Design fb_arbiter_flat, sky130hd; sources not shown.
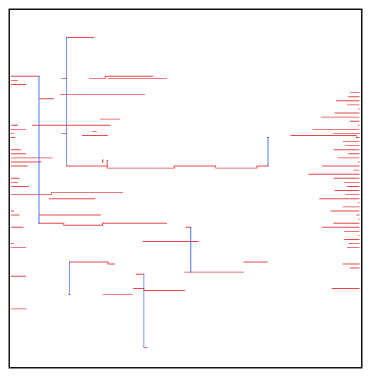
run_1/metal_stack.png
(3 px per um) Two of the layers only.
Blue stands for met4, wire length 152 um. Red stands for met3, wire length 770 um.
gr usage total: 19.4%
final wirelength: 12300 um
drt wl/cell: 19.1 um

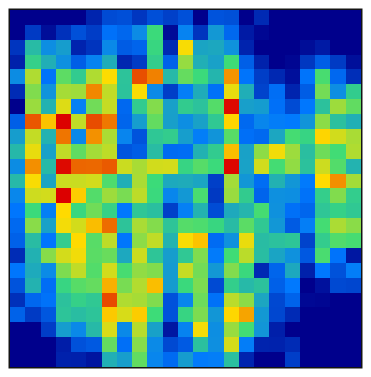
run_1/wire_density.png
(3 px per um) The die is cut into 23 by 24 equal tiles; dark blue is low, red is high, scaled to the fullest tile. Values are wire area over tile area, all layers added.
31% of the tiles are over half the peak. The densest ninth of the die: left middle. 11% of the tiles are nearly empty. The mean over all tiles is 0.14.
Vias: 3440

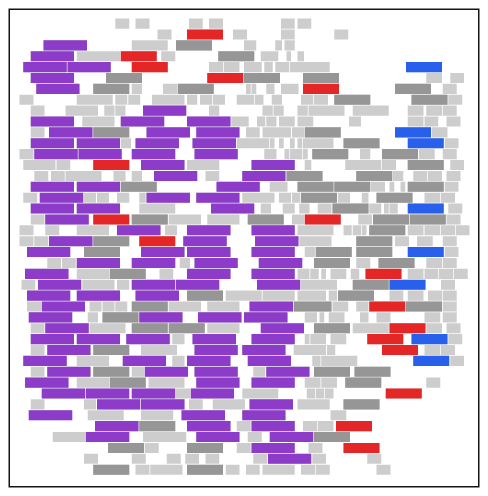
run_1/registers.png
(4 px per um) Other sequential cells in the stronger grey, the rest of the logic in the fainter grey.
Red stands for u_core.bus.mem_addr, sequential cells 17. Blue stands for u_core.bus.draw_rdata, sequential cells 8. Purple stands for u_core.fifo_mem, sequential cells 104.
final core occ: 67.6%
fraction of area in registers: 60.7%
seq pwr: 0.00155 W
Sequential Area: 5280 sq um

==> reports/results.ini, run 1 <==
[outcome]
status = complete, no violations

[global_routing]
antenna_found_initial = 0
grt_pass1_vias = 3649

[final_timing]
final_max_slew_viol_count = 0
slew_headroom_pct = 64.5
timing.hold.ws_ns = 0.373
setup_viol = 0
hold_viol = 0
fin_crit_ns = 4.33

[route]
drc = 0
first_iter_violations = 220
viasPerCell = 5.36
antenna_left = 0

[place]
numPortBuffers = 102
dp_hpwl_um = 7670

[pwr]
power_w = 0.00371
internal_power_w = 0.00244
pwr_density_cell_nw_per_um2 = 427
pwr.group.clock_w = 0.000930

[synth]
synthTopLogicFamily = multiplexers
syn_nets = 395
mux_area_share_pct = 11.5
syn_area_per_cell_sq_um = 20.4
area_leaders = edfxtp_1, dfrtp_1, mux4_2
synth-adder-area-share_pct = 1.21
synthFlopType = edfxtp_1

[job]
drv_cap = 0

[setup_path]
crit_top_cell = clkdlybuf4s50_1
cp.arrival_ns = 2.89
critical_path_depth = 3
crit_buf_inv = 2

[hold_path]
hold_path_depth = 0

[cts]
cts.path.max_buffers = 2
cts_setup_buffers = 0
cts_buffers = 17
tritoncts = built
cts.repair.resized = 0
cts_sinks = 190

[final_layout]
largest_reg_flops = 104

[floorplanning]
io_pins = 103
dieWidth_um = 117

## run 1: per-layer routing
metal	GRT usage (%)	vias to the layer above	share of wire (%)
met5	0	-	0
met4	6.69	0	1.2
met3	6.11	14	6.3
met2	32.6	113	53
met1	23.6	1788	40
li1	-	1525	-
## run 1: through the flow
stage          setup WS [ns]  util (%)
2_1_floorplan           3.54         -
3_3_place_gp            2.91      62.5
3_5_place_dp            2.87      62.9
4_1_cts                 2.86      67.6
5_1_grt                 2.82      67.6
6_report                2.87      67.6
## run 1: final cells by class
class	instances	area [sq um]	area share [%]
sequential	190	5280	60.7
clock inverter	15	173	1.98
timing repair buffer	112	1130	13.0
tap	176	220	2.53
clock buffer	17	425	4.89
inverter	13	50.0	0.575
multi-input combinational	119	1420	16.4
run_1/port_nets.png
(4 px per um)
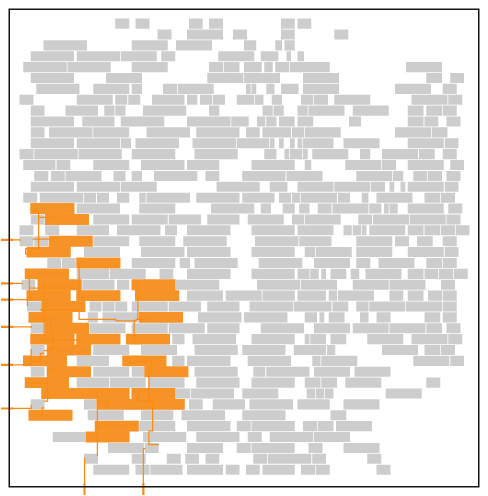

==> run 1 -> run 2 <==
Settings changed: CORE_AREA 2 2 115 117 to 2 2 123 125, DIE_AREA 0 0 117 119 to 0 0 125 127, PLACE_DENSITY 0.81 to 0.75.
Clock period 7.2 ns to 3.7 ns, I/O delays scaled along.
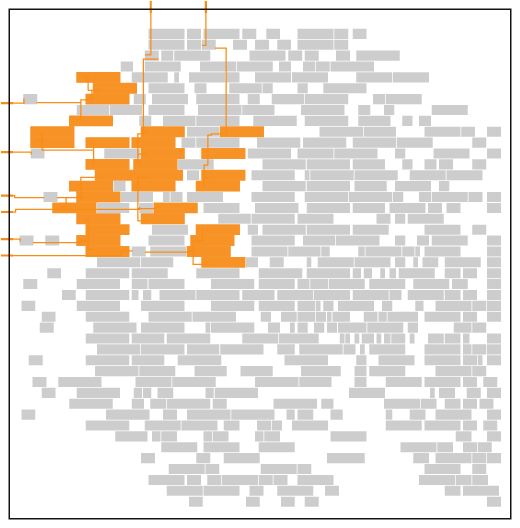
run_2/port_nets.png
(4 px per um)
Orange stands for bus_draw_wdata, bits 8, direction input, edge 6 left, 2 top, end cells 32, wire 342 um.
I/O pin count: 103
PortBufs: 102

==> reports/results.ini, run 2 <==
[route]
viasPerCell = 5.27  ; was 5.36
vias = 3407  ; was 3440
route.met2.wl_um = 6180  ; was 6460 um
drt_wl_total_um = 12200  ; was 12300 um
antenna_left = 0  ; unchanged
first_iter_violations = 245  ; was 220
drc = 0  ; unchanged
met3_length_um = 616  ; was 769 um
maxUsedRoutingLayer = met4  ; unchanged

[cts]
cts_setup_buffers = 0  ; unchanged
tritoncts = built  ; unchanged
cts.repair.resized = 0  ; unchanged
cts.path.max_buffers = 2  ; unchanged
cts_sinks = 190  ; unchanged

[global_routing]
use_met2_pct = 27.5  ; was 32.6%
grt_util_met3_pct = 4.56  ; was 6.11%
grt.met1_usage_pct = 21.4  ; was 23.6%
antenna_found_initial = 0  ; unchanged
grt.busiest_layer = met2  ; unchanged
grt_usage_pct = 16.6  ; was 19.4%

[synth]
syn_area_per_cell_sq_um = 20.4  ; unchanged
synth-adder-area-share_pct = 1.21  ; unchanged
area_leaders = edfxtp_1, dfrtp_1, mux4_2  ; unchanged
syn_nets = 395  ; unchanged

[pwr]
power_w = 0.00718  ; was 0.00371 W
pwr_density_cell_nw_per_um2 = 827  ; was 427 nW/um^2

[final_layout]
logic_area_sq_um = 1430  ; was 1420 sq um

[setup_path]
cp.arrival_ns = 2.23  ; was 2.89 ns

[final_timing]
final_max_slew_viol_count = 0  ; unchanged
slew_headroom_pct = 51.0  ; was 64.5%
setup_viol = 0  ; unchanged
fin_ws_ns = 0.734  ; was 2.87 ns
fin_crit_ns = 2.97
timing.hold.ws_ns = 0.376  ; was 0.373 ns

[job]
drv_cap = 0  ; unchanged

[place]
dp_hpwl_um = 7850  ; was 7670 um
pre_cts_slack_ns = 0.513  ; was 2.87 ns

[hold_path]
hold_path_depth = 0  ; unchanged

[outcome]
status = complete, no violations  ; unchanged

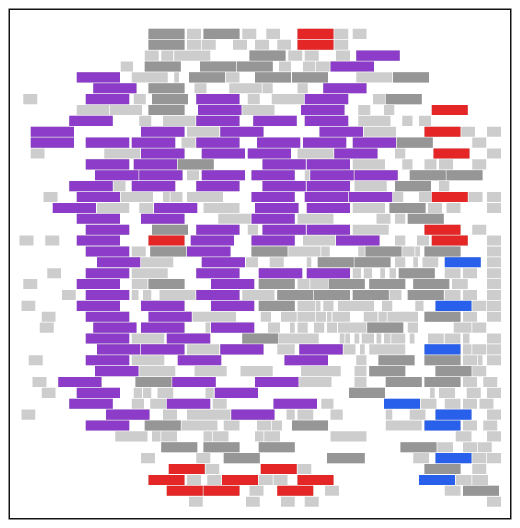
run_2/registers.png
(4 px per um) Other sequential cells in the stronger grey, the rest of the logic in the fainter grey.
Red stands for u_core.bus.mem_addr, sequential cells 17. Blue stands for u_core.bus.draw_rdata, sequential cells 8, where bottom right. Purple stands for u_core.fifo_mem, sequential cells 104.
final core occ: 60.1%
seq pwr: 0.00306 W
fraction of area in registers: 60.9%

## run 2: cell type report
cell class	count	area share, %
Multi-Input combinational cell	119	16.5
Tap cell	184	2.66
Sequential cell	190	60.9
Clock buffer	19	4.99
Inverter	13	0.592
Clock inverter	13	1.60
Timing Repair Buffer	109	12.8
## run 2: critical path: stages
cell and delay, ns:
clkdlybuf4s50_1 0.49, a21oi_1 0.17, clkdlybuf4s50_1 0.82
## run 2: kinds of logic (layout without fill, tap and decap cells)
logic type               after synthesis  count (layout)
AND/OR/NAND/NOR                       25              25
adder cells (fa/ha/maj)                6               6
AND-OR/OR-AND                         38              38
buffers and inverters                 25             154
flip-flops                           190             190
XOR/XNOR                               6               6
multiplexers                          44              44
Power and IR drop assume default switching activity.
